===== config.mk =====
export PLATFORM = sky130hd
export DESIGN_NAME = button_enable_gen
export DESIGN_NICKNAME = d
export VERILOG_FILES = /design/src/rtl/button_enable_gen.sv
export SDC_FILE = /design/constraint.sdc
export NUM_CORES = 1
export LEC_CHECK = 0
export CELL_PAD_IN_SITES_DETAIL_PLACEMENT = 1
export CELL_PAD_IN_SITES_GLOBAL_PLACEMENT = 1
export CORE_MARGIN = 5
export CORE_UTILIZATION = 41
export DETAILED_ROUTE_END_ITERATION = 12
export GPL_ROUTABILITY_DRIVEN = 0
export PLACE_DENSITY_LB_ADDON = 0.1
export SYNTH_ARGS = -nofsm -noshare
export SYNTH_HDL_FRONTEND = slang
export SYNTH_SLANG_ARGS = --single-unit
export TNS_END_PERCENT = 1

===== constraint.sdc =====
create_clock -name clock -period 2.7 [get_ports clock]
set_clock_uncertainty 0.05 [all_clocks]
set_input_delay 0.675 -clock clock [delete_from_list [all_inputs] [get_ports clock]]
set_output_delay 0.675 -clock clock [all_outputs]
set_load 0.02 [all_outputs]

===== src/rtl/button_enable_gen.sv =====
// Debounced push-button to single-cycle enable pulse generator with optional auto-repeat.
// Raw button is synchronised, debounced by a four-state FSM, and turned into registered pulses.
module button_enable_gen #(
    parameter int DEBOUNCE_CYCLES = 4,
    parameter int REPEAT_CYCLES   = 10
) (
    input  logic clock,
    input  logic reset,
    input  logic button_in,
    input  logic auto_mode,
    output logic enable_out,
    output logic button_level
);

    typedef enum logic [1:0] {
        IDLE,
        PRESS_WAIT,
        PRESSED,
        RELEASE_WAIT
    } state_t;

    localparam logic [7:0]  DEB_LAST = 8'(DEBOUNCE_CYCLES);
    localparam logic [15:0] REP_LAST = 16'(REPEAT_CYCLES - 1);

    state_t      state, state_next;
    logic        sync1, sync2;
    logic [7:0]  deb_cnt, deb_next;
    logic [15:0] rep_cnt, rep_next;
    logic        enable_next, level_next;
    logic        initial_fire, repeat_fire;

    // NOTE: sequential state uses non-blocking assignments so every flop samples pre-edge values.
    always_ff @(posedge clock) begin
        if (reset) begin
            sync1 <= 1'b0;
            sync2 <= 1'b0;
        end else begin
            sync1 <= button_in;
            sync2 <= sync1;
        end
    end

    always_ff @(posedge clock) begin
        if (reset) begin
            state        <= IDLE;
            deb_cnt      <= '0;
            rep_cnt      <= '0;
            enable_out   <= 1'b0;
            button_level <= 1'b0;
        end else begin
            state        <= state_next;
            deb_cnt      <= deb_next;
            rep_cnt      <= rep_next;
            enable_out   <= enable_next;
            button_level <= level_next;
        end
    end

    // NOTE: defaults first keep every branch assigned, so no latches are inferred.
    always_comb begin
        state_next = state;
        deb_next   = deb_cnt;
        case (state)
            IDLE: begin
                if (sync2) begin
                    state_next = PRESS_WAIT;
                    deb_next   = 8'd1;
                end
            end
            PRESS_WAIT: begin
                if (!sync2) begin
                    state_next = IDLE;
                    deb_next   = '0;
                end else if (deb_cnt == DEB_LAST) begin
                    state_next = PRESSED;
                    deb_next   = '0;
                end else begin
                    deb_next = deb_cnt + 8'd1;
                end
            end
            PRESSED: begin
                if (!sync2) begin
                    state_next = RELEASE_WAIT;
                    deb_next   = 8'd1;
                end
            end
            RELEASE_WAIT: begin
                if (sync2) begin
                    state_next = PRESSED;
                    deb_next   = '0;
                end else if (deb_cnt == DEB_LAST) begin
                    state_next = IDLE;
                    deb_next   = '0;
                end else begin
                    deb_next = deb_cnt + 8'd1;
                end
            end
            default: begin
                state_next = IDLE;
                deb_next   = '0;
            end
        endcase
    end

    // Repeat period restarts whenever the button leaves PRESSED or auto_mode drops.
    always_comb begin
        rep_next    = '0;
        repeat_fire = 1'b0;
        if (state == PRESSED && auto_mode) begin
            if (rep_cnt == REP_LAST) begin
                repeat_fire = 1'b1;
            end else begin
                rep_next = rep_cnt + 16'd1;
            end
        end
        initial_fire = (state == PRESS_WAIT) && (state_next == PRESSED);
        enable_next  = (initial_fire || repeat_fire) && !enable_out;
        level_next   = (state_next == PRESSED) || (state_next == RELEASE_WAIT);
    end

endmodule


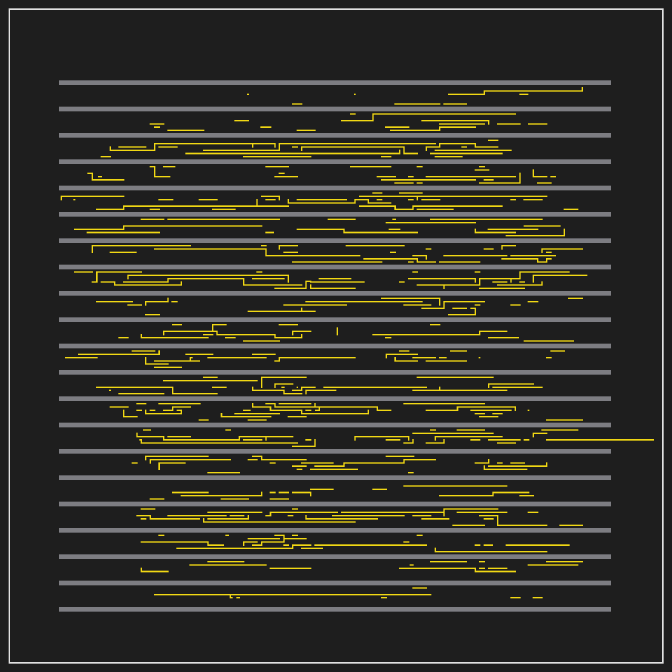
run_1/m1.png
Supply wires on this layer in gray.
share of all routed wire: 51%
longest straight run: 28.5 µm
WL final: 2.97 mm
GR Util met1: 20.9%
Vias: 1109

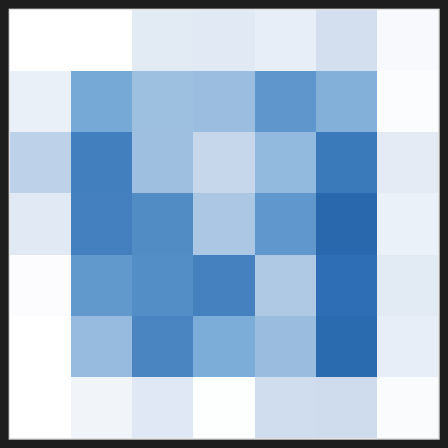
run_1/util_map.png
7 x 7 tiles, from white (low) to dark blue (high), 0 to 100% covered.
tiles over 75% full: 6.1%
emptiest ninth of the die: bottom left
nearly empty tiles: 12%
mean over tiles: 32%
fullest tile: 77%
floorplan utilization: 43.5%
core area: 3100 µm²

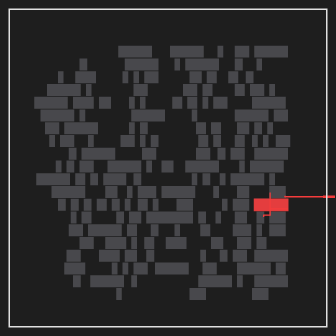
run_1/port_trees.png
legend:
  red:
    port: enable_out
    bits: 1
    direction: output
    edge: right
    end_cells: 1
    buffers: 1
    wire: 18.4 µm

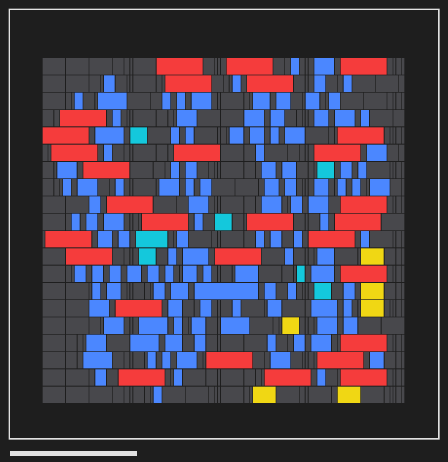
run_1/class_map.png
Scale bar: 20 µm. Fill, decap, tap and diode cells in gray.
legend:
  yellow:
    class: remaining buffers and delay cells
    cells: 6
    share_of_their_area: 4.0%
  blue:
    class: remaining logic cells
    cells: 121
    share_of_their_area: 52%
  red:
    class: registers
    cells: 29
    share_of_their_area: 40%
  cyan:
    class: clock drivers and dummy loads
    cells: 7
    share_of_their_area: 3.8%
final core occ: 48.6%
Post-Layout Inst Area: 1510 µm²

==> summary.txt, run 1 <==
Outcome: completed
Crit end category: output pin
Tightest Pin Transition: 0.580 ns
CP max-delay cell: clkdlybuf4s50_1
Most frequent cells in the layout: dfxtp_1 (29), nor2_1 (25), xnor2_1 (14), nand3_1 (11), inv_1 (9)
GR Layer Usage met2: 25.4%
Data arrival, critical path: 1.42 ns
Fa+ha+maj area frac: 3.71%
Synth area leaders: dfxtp_1 (43%), xnor2_1 (9.1%), nor2_1 (7.0%)
Number of remaining DRC errors: 0
Hold path endpoint: enable_out$_SDFF_PP0_
LEAKAGE: 0.460 nW
Yosys warnings: 0
Logic family by area: simple AND/OR/NAND/NOR gates
Initial antenna violation count: 0
Mux area share: 0.742%
AO/OA Area Share: 9.65%
Syn_area_per_cell: 8.87 µm²
Global route hottest layer: met2
Clk pin slew, worst setup/hold paths: 0.09 ns
Critical path's top delay family: buffers and inverters
Setup Total Neg Slack: 0 ns
Total stage count of the critical path: 1
Commonest flop: dfxtp_1
Worst Setup Start Kind: register
Commonest Layout Cell: dfxtp_1
Tool warnings: 28
Minimum clock period: 2.14 ns
Ys flops: 29
Filler cell count: 390
Crit path to: button_level
Hold_sp: enable_out$_SDFF_PP0_
DPL Wire Length: 2.16 mm
Final setup margin: 0.558 ns
CTS resizes: 0
Layout cells sized above 1: 7.98%
Buffer and inverter count on the worst path: 1
Clk power: 264 µW
Seq pwr share: 60.4%
Worst hold stages: 1
Sw Share: 21.7%
Hold WC Path Type: reg -> reg
Reg2reg setup slack: 0.79 ns
Largest power group: registers
Xor/xnor share: 11.0%
Final setup violation count: 0
P_int: 563 µW
Seq power: 434 µW
Slew HR: 61.1%
Tot Pwr: 718 µW
R2R cell count: 6
Proportion of power drawn by combinational gates: 2.8%
Final ANT Viol Nets: 0
Critical Path Source: button_level$_SDFF_PP0_
Placed Area: 1450 µm²
Top-count cell post-synth: dfxtp_1
Top sig layer: met4
Global route overflow: 0
# port buffers: 5
EDFF count, synth: 0
Pin count of the biggest net entering global routing: 17
Fmax: 0.467 GHz
Boundary Pins: 6
Sw Pwr: 155 µW
Asr flop ratio synth: 0%
P per Cell Area: 476 nW/µm²
Seq/Total Area, Yosys: 43.0%
TritonCTS buffer count: 5
Min Hold Slack: 0.374 ns
Met3 Use GR: 4.49%
WL met2: 1.35 mm
Routed length on met3: 80 µm
Cell Area, Synth: 1350 µm²
CP Max Fanout: 6
First-pass GRT wire length: 5.48 mm
Combinational gate power: 20.3 µW
DR vias/cell: 5.36
Metal-1 WL: 1.51 mm
Simple-Gate Fraction of Synth Area: 28.8%
Yosys stat area: 1350 µm²
-- run 1: flip-flops by register name, indices dropped and copies added (netlist names) --
name          cells
button_level      1
enable_out        1
state             1
sync2             1
deb_cnt           8
rep_cnt          16
sync1             1
-- run 1: area by class of cell --
type / instances / area, µm² / share of cell area (%)
repair buffers: 6 / 57.6 / 3.81
inverters: 9 / 33.8 / 2.24
flip-flops and latches: 29 / 581 / 38.5
well taps: 44 / 55.1 / 3.65
clock buffers: 7 / 55.1 / 3.65
multi-input cells: 112 / 727 / 48.2
==> run 2, diff against run 1 <==
Settings changed: CORE_UTILIZATION 41 to 40.
Clock period 2.7 ns to 1.9 ns, I/O delays scaled along.
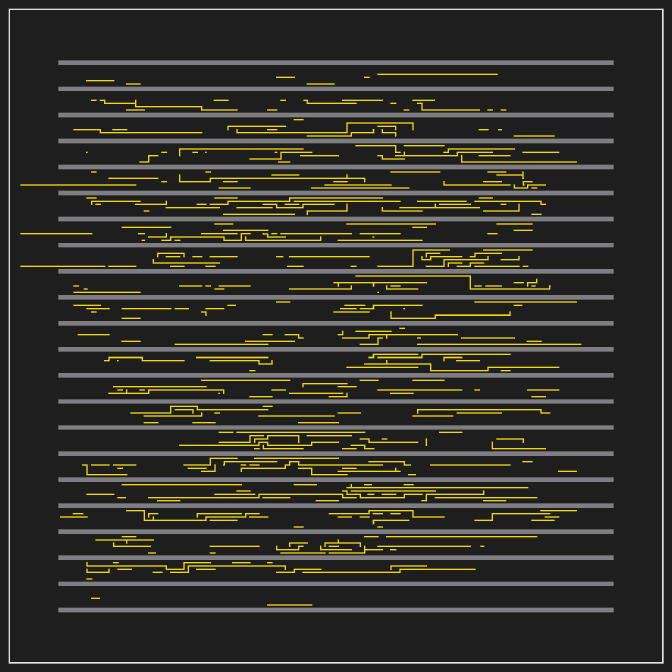
run_2/m1.png
Supply wires on this layer in gray.
nets with wire on the layer: 167
main direction: horizontal
Vias: 1144
GR Util met1: 19.4%
WL final: 2.92 mm

==> summary.txt, run 2 <==
# port buffers: 5 (unchanged)
Number of remaining DRC errors: 0 (unchanged)
Tool warnings: 29 (was 28)
Pin count of the biggest net entering global routing: 17 (unchanged)
First-pass GRT wire length: 5.12 mm (was 5.48 mm)
Layout non-clock buf frac: 7.86% (was 3.81%)
DPL Wire Length: 2.20 mm (was 2.16 mm)
CTS resizes: 1 (was 0)
Layout cells sized above 1: 14.5% (was 7.98%)
Multi-input gates: 112 (unchanged)
H-tree Lvls: 2 (unchanged)
Met3 Use GR: 4.43% (was 4.49%)
Crit end category: output pin (unchanged)
WL met2: 1.31 mm (was 1.35 mm)
Largest power group: registers (unchanged)
Syn_area_per_cell: 8.87 µm² (unchanged)
Floorplan utilization: 40.7% (was 43.5%)
Minimum clock period: 1.81 ns
Proportion of power drawn by combinational gates: 3.6% (was 2.8%)
Worst Setup Start Kind: register (unchanged)
R2R cell count: 8 (was 6)
Max FFs per register: 16 (unchanged)
Hold WC Path Type: reg -> reg (unchanged)
CP max-delay cell: clkdlybuf4s50_1 (unchanged)
Global route overflow: 0 (unchanged)
Top sig layer: met4 (unchanged)
Clock Tree Buf Depth: 2 (unchanged)
Tightest Pin Transition: 0.442 ns (was 0.580 ns)
Most frequent cells in the layout: dfxtp_1 (27), nor2_1 (25), xnor2_1 (14), nand3_1 (11), buf_4 (10) (was dfxtp_1 (29), nor2_1 (25), xnor2_1 (14), nand3_1 (11), inv_1 (9))
1st-pass router iterations: 4 (was 3)
Commonest flop: dfxtp_1 (unchanged)
Tot Pwr: 1.01 mW (was 718 µW)
Non-clk invs: 9 (unchanged)
Critical path's top delay family: buffers and inverters (unchanged)
Reg area: 583 µm² (was 581 µm²)
Metal-1 WL: 1.46 mm (was 1.51 mm)
Seq/Total Area, Yosys: 43.0% (unchanged)
Buffer and inverter count on the worst path: 1 (unchanged)
Clk pin slew, worst setup/hold paths: 0.09 ns (about the same)
Seq_cells: 29 (unchanged)
Commonest Layout Cell: dfxtp_1 (unchanged)
Outcome: completed (unchanged)
LEAKAGE: 0.513 nW (was 0.460 nW)
Final hold vios: 0 (unchanged)
Reg with most FFs: rep_cnt (unchanged)
Final core occ: 47.6% (was 48.6%)
Min Hold Slack: 0.383 ns (was 0.374 ns)
DR vias/cell: 5.22 (was 5.36)
Seq power: 615 µW (was 434 µW)
Initial antenna violation count: 0 (unchanged)
Asr flop ratio synth: 0% (unchanged)
Clk tree area frac: 3.25% (was 3.65%)
Filler cell count: 424 (was 390)
Slew HR: 70.3% (was 61.1%)
Boundary Pins: 6 (unchanged)
Data arrival, critical path: 1.28 ns (was 1.42 ns)
Cells along the critical path: clkdlybuf4s50_1 (unchanged)
Global route hottest layer: met2 (unchanged)
Post-Layout Inst Area: 1580 µm² (was 1510 µm²)
Dominant class by area: multi-input combinational cells (unchanged)
EDFF count, synth: 0 (unchanged)
Total stage count of the critical path: 1 (unchanged)
Reg2reg setup slack: 0.10 ns (was 0.79 ns)
Combinational gate power: 36.6 µW (was 20.3 µW)
Seq pwr share: 60.9% (was 60.4%)
Fmax: 0.553 GHz
Setup Total Neg Slack: 0 ns (unchanged)
P_int: 771 µW (was 563 µW)
Cell Area, Synth: 1350 µm² (unchanged)
Sw Pwr: 238 µW (was 155 µW)
Crit path to: enable_out (was button_level)
GR Layer Usage met2: 22.1% (was 25.4%)
Sw Share: 23.6% (was 21.7%)
Clock buffers: 6 (was 7)
Sequential portion of the cell area: 37.0% (was 38.5%)
TritonCTS buffer count: 5 (unchanged)
Logic share of the area: 46.1% (was 48.2%)
Final setup margin: 0.0911 ns (was 0.558 ns)
Final setup violation count: 0 (unchanged)
Routed length on met3: 77 µm (was 80 µm)
P per Cell Area: 640 nW/µm² (was 476 nW/µm²)
MI comb area: 727 µm² (unchanged)
CP Max Fanout: 2 (was 6)
DRT iter0 DRCs: 59 (was 44)
Yosys stat area: 1350 µm² (unchanged)
Biggest regs: rep_cnt: 16 flops, deb_cnt: 8 flops (unchanged)
Clk network pwr share: 35.4% (was 36.8%)
Synth area leaders: dfxtp_1 (43%), xnor2_1 (9.1%), nor2_1 (7.0%) (unchanged)
Critical Path Source: enable_out$_SDFF_PP0_ (was button_level$_SDFF_PP0_)
Clk power: 358 µW (was 264 µW)
Yosys warnings: 0 (unchanged)
Placed Area: 1520 µm² (was 1450 µm²)
==> run 2: worst min path at each step <==
stage,start,to,slack (ns),cells after the start
after floorplan,sync1$_SDFF_PP0_,sync2$_SDFF_PP0_,0.36,1
after global placement,enable_out$_SDFF_PP0_,enable_out$_SDFF_PP0_,0.36,1
after detailed placement,enable_out$_SDFF_PP0_,enable_out$_SDFF_PP0_,0.37,1
after CTS,enable_out$_SDFF_PP0_,enable_out$_SDFF_PP0_,0.38,1
after global routing,enable_out$_SDFF_PP0_,enable_out$_SDFF_PP0_,0.41,1
final,enable_out$_SDFF_PP0_,enable_out$_SDFF_PP0_,0.38,1
==> run 2: kinds of logic after synthesis <==
family          share of synthesized area, %
fa+ha+maj                               3.71
buf+inv                                 3.06
flops                                   43.0
simple gates                            28.8
mux                                    0.742
xor+xnor                                11.0
compound gates                          9.65
==> run 3, diff against run 2 <==
Settings changed: PLACE_DENSITY set to 0.75, PLACE_DENSITY_LB_ADDON 0.1 to not set.
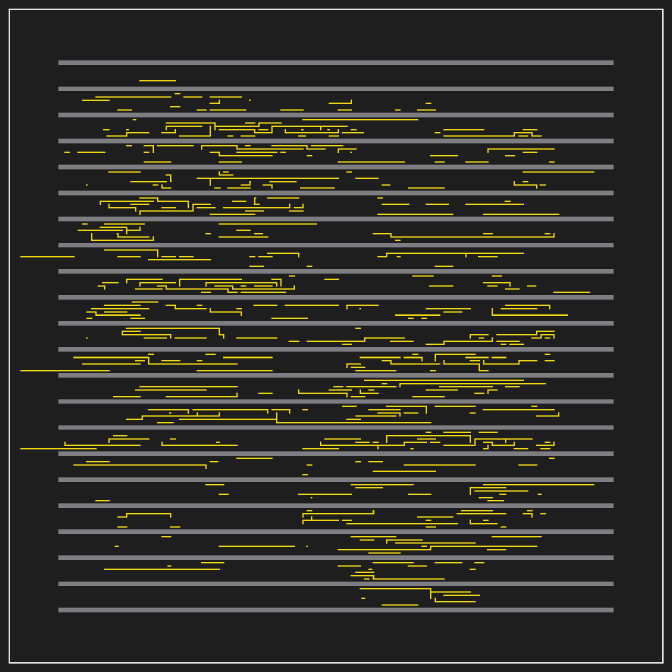
run_3/m1.png
Supply wires on this layer in gray.
share of all routed wire: 43%
main direction: horizontal
longest straight run: 17.0 µm

==> summary.txt, run 3 <==
Tightest Pin Transition: 0.464 ns (was 0.442 ns)
Max Cap Viol: 0 (unchanged)
DPL Wire Length: 2.18 mm (was 2.20 mm)
Final setup margin: 0.119 ns (was 0.0911 ns)
Hold path endpoint: enable_out$_SDFF_PP0_ (unchanged)
Final setup violation count: 0 (unchanged)
# port buffers: 5 (unchanged)
Pin count of the biggest net entering global routing: 17 (unchanged)
Ys flops: 29 (unchanged)
Top-count cell post-synth: dfxtp_1 (unchanged)
Hold WC Path Type: reg -> reg (unchanged)
LEAKAGE: 0.520 nW (was 0.513 nW)
Final hold vios: 0 (unchanged)
Share of the synthesized area in the top cell type: 43.0% (unchanged)
Syn_area_per_cell: 8.87 µm² (unchanged)
Peak supply drop: 0.000476 V (was 0.000350 V)
Critical Path Source: enable_out$_SDFF_PP0_ (unchanged)
Final core occ: 48.4% (was 47.6%)
Post-synth net total: 160 (unchanged)
Layout cells sized above 1: 12.4% (was 14.5%)
Critical path's top delay family: buffers and inverters (unchanged)
Cell Area, Synth: 1350 µm² (unchanged)
Minimum clock period: 1.78 ns (was 1.81 ns)
Clk pin slew, worst setup/hold paths: 0.09 ns (about the same)
Unique cell type count in the Yosys netlist: 33 (unchanged)
Width of the die: 68.1 µm (unchanged)
Seq pwr share: 48.2% (was 60.9%)
EDFF count, synth: 0 (unchanged)
Worst path max stage delay: 0.60 ns (was 0.61 ns)
Tool warnings: 28 (was 29)
Outcome: completed (unchanged)
Mux area share: 0.742% (unchanged)
TritonCTS buffer count: 5 (unchanged)
Met3 Use GR: 5.09% (was 4.43%)
Crit end category: output pin (unchanged)
Slew HR: 68.9% (was 70.3%)
Worst Setup Start Kind: register (unchanged)
Top sig layer: met4 (unchanged)
Total stage count of the critical path: 1 (unchanged)
Reg with most FFs: rep_cnt (unchanged)
First-pass GRT wire length: 5.36 mm (was 5.12 mm)
Fmax: 0.562 GHz (was 0.553 GHz)
Data arrival, critical path: 1.26 ns (was 1.28 ns)
Worst hold stages: 1 (unchanged)
Vias: 1144 (unchanged)
Combinational gate power: 33.8 µW (was 36.6 µW)
Setup Total Neg Slack: 0 ns (unchanged)
Yosys warnings: 0 (unchanged)
Rows: 21 (unchanged)
Biggest regs: rep_cnt: 16 flops, deb_cnt: 8 flops (unchanged)
Commonest flop: dfxtp_1 (unchanged)
Asr flop ratio synth: 0% (unchanged)
Floorplan utilization: 40.7% (unchanged)
Fa+ha+maj area frac: 3.71% (unchanged)
GRT Overall Usage: 15.7% (was 15.0%)
Max FFs per register: 16 (unchanged)
Core area: 3310 µm² (unchanged)
Clk power: 628 µW (was 358 µW)
N_diodes: 0 (unchanged)
P&R area growth vs syn: 18.8% (was 16.9%)
GR Layer Usage met2: 30.0% (was 22.1%)
GR Util met1: 15.8% (was 19.4%)
WL final: 3.01 mm (was 2.92 mm)
Global route hottest layer: met2 (unchanged)
Yosys stat area: 1350 µm² (unchanged)
Worst slack, placed: 0.00318 ns (was -0.0983 ns)
Initial antenna violation count: 0 (unchanged)
DR WL/cell: 13.9 µm (was 13.3 µm)
Setup Buffers After CTS: 0 (unchanged)
Vias in the first global route: 1236 (was 1121)
Hold_sp: enable_out$_SDFF_PP0_ (unchanged)
Tcrit/Tclk final: 93.7% (was 95.2%)
Min Hold Slack: 0.374 ns (was 0.383 ns)
Final ANT Viol Nets: 0 (unchanged)
Logic family by area: simple AND/OR/NAND/NOR gates (unchanged)
R2R cell count: 7 (was 8)
Chip height: 68.1 µm (unchanged)
CP max-delay cell: clkdlybuf4s50_1 (unchanged)
Proportion of power drawn by combinational gates: 2.6% (was 3.6%)
CTS tree: yes (unchanged)
DR vias/cell: 5.30 (was 5.22)
Metal-1 WL: 1.29 mm (was 1.46 mm)
Routed length on met3: 80 µm (was 77 µm)
Global route overflow: 0 (unchanged)
Die ar.: 4630 µm² (unchanged)
Simple-Gate Fraction of Synth Area: 28.8% (unchanged)
Post-Syn Instances: 152 (unchanged)
Reg2reg setup slack: 0.15 ns (was 0.10 ns)
Crit path to: enable_out (unchanged)
H-tree Lvls: 2 (unchanged)
CTS root buf: clkbuf_4 (unchanged)
P per Cell Area: 797 nW/µm² (was 640 nW/µm²)
CP Max Fanout: 2 (unchanged)
Most frequent cells in the layout: dfxtp_1 (29), nor2_1 (25), xnor2_1 (14), nand3_1 (11), inv_1 (9) (was dfxtp_1 (27), nor2_1 (25), xnor2_1 (14), nand3_1 (11), buf_4 (10))
Seq/Total Area, Yosys: 43.0% (unchanged)
Top cells by count: dfxtp_1 (29), nor2_1 (25), xnor2_1 (14) (unchanged)
Filler cell count: 406 (was 424)
Cells along the critical path: clkdlybuf4s50_1 (unchanged)
Largest power group: the clock network (was registers)
Synth area leaders: dfxtp_1 (43%), xnor2_1 (9.1%), nor2_1 (7.0%) (unchanged)
WL met2: 1.62 mm (was 1.31 mm)
Number of remaining DRC errors: 0 (unchanged)
1st-pass router iterations: 4 (unchanged)
Tot Pwr: 1.28 mW (was 1.01 mW)
Buffer and inverter count on the worst path: 1 (unchanged)
P_int: 1.04 mW (was 771 µW)
Sw Pwr: 241 µW (was 238 µW)
Critical path type: reg -> out (unchanged)
Clk network pwr share: 49.2% (was 35.4%)
Commonest Layout Cell: dfxtp_1 (unchanged)
Final Max Tran Viols: 0 (unchanged)
Sink Count: 29 (unchanged)
AO/OA Area Share: 9.65% (unchanged)
Xor/xnor share: 11.0% (unchanged)
Sw Share: 18.9% (was 23.6%)
Worst reg2reg endpoint: deb_cnt[4]$_SDFFE_PP0P_ (was deb_cnt[7]$_SDFFE_PP0P_)
DRT iter0 DRCs: 50 (was 59)
Seq power: 615 µW (about the same)
Clock Tree Buf Depth: 2 (unchanged)
Boundary Pins: 6 (unchanged)
## run 3: cell counts after synthesis
No cell type changed its count.
## run 3: metrics by stage
stage               instances  area (µm²)
floorplan                 152        1350
global placement          208        1500
detailed placement        208        1500
CTS                       216        1600
global route              216        1600
finish                    216        1600
## run 3: timing repair
item | in CTS | in global routing
setup endpoints to repair | 1 | 0
gates resized | 1 | 0
hold buffers | 0 | 0
## run 3: cell type report
class | count | area, µm² | area share (%)
clock inverters | 3 | 65.1 | 4.06
clock buffers | 5 | 37.5 | 2.34
repair buffers | 12 | 101 | 6.32
flip-flops and latches | 29 | 581 | 36.2
inverters | 9 | 33.8 | 2.11
multi-input cells | 112 | 727 | 45.4
well taps | 46 | 57.6 | 3.59
Power figures rest on the tool's default switching activity, not on a simulated workload.
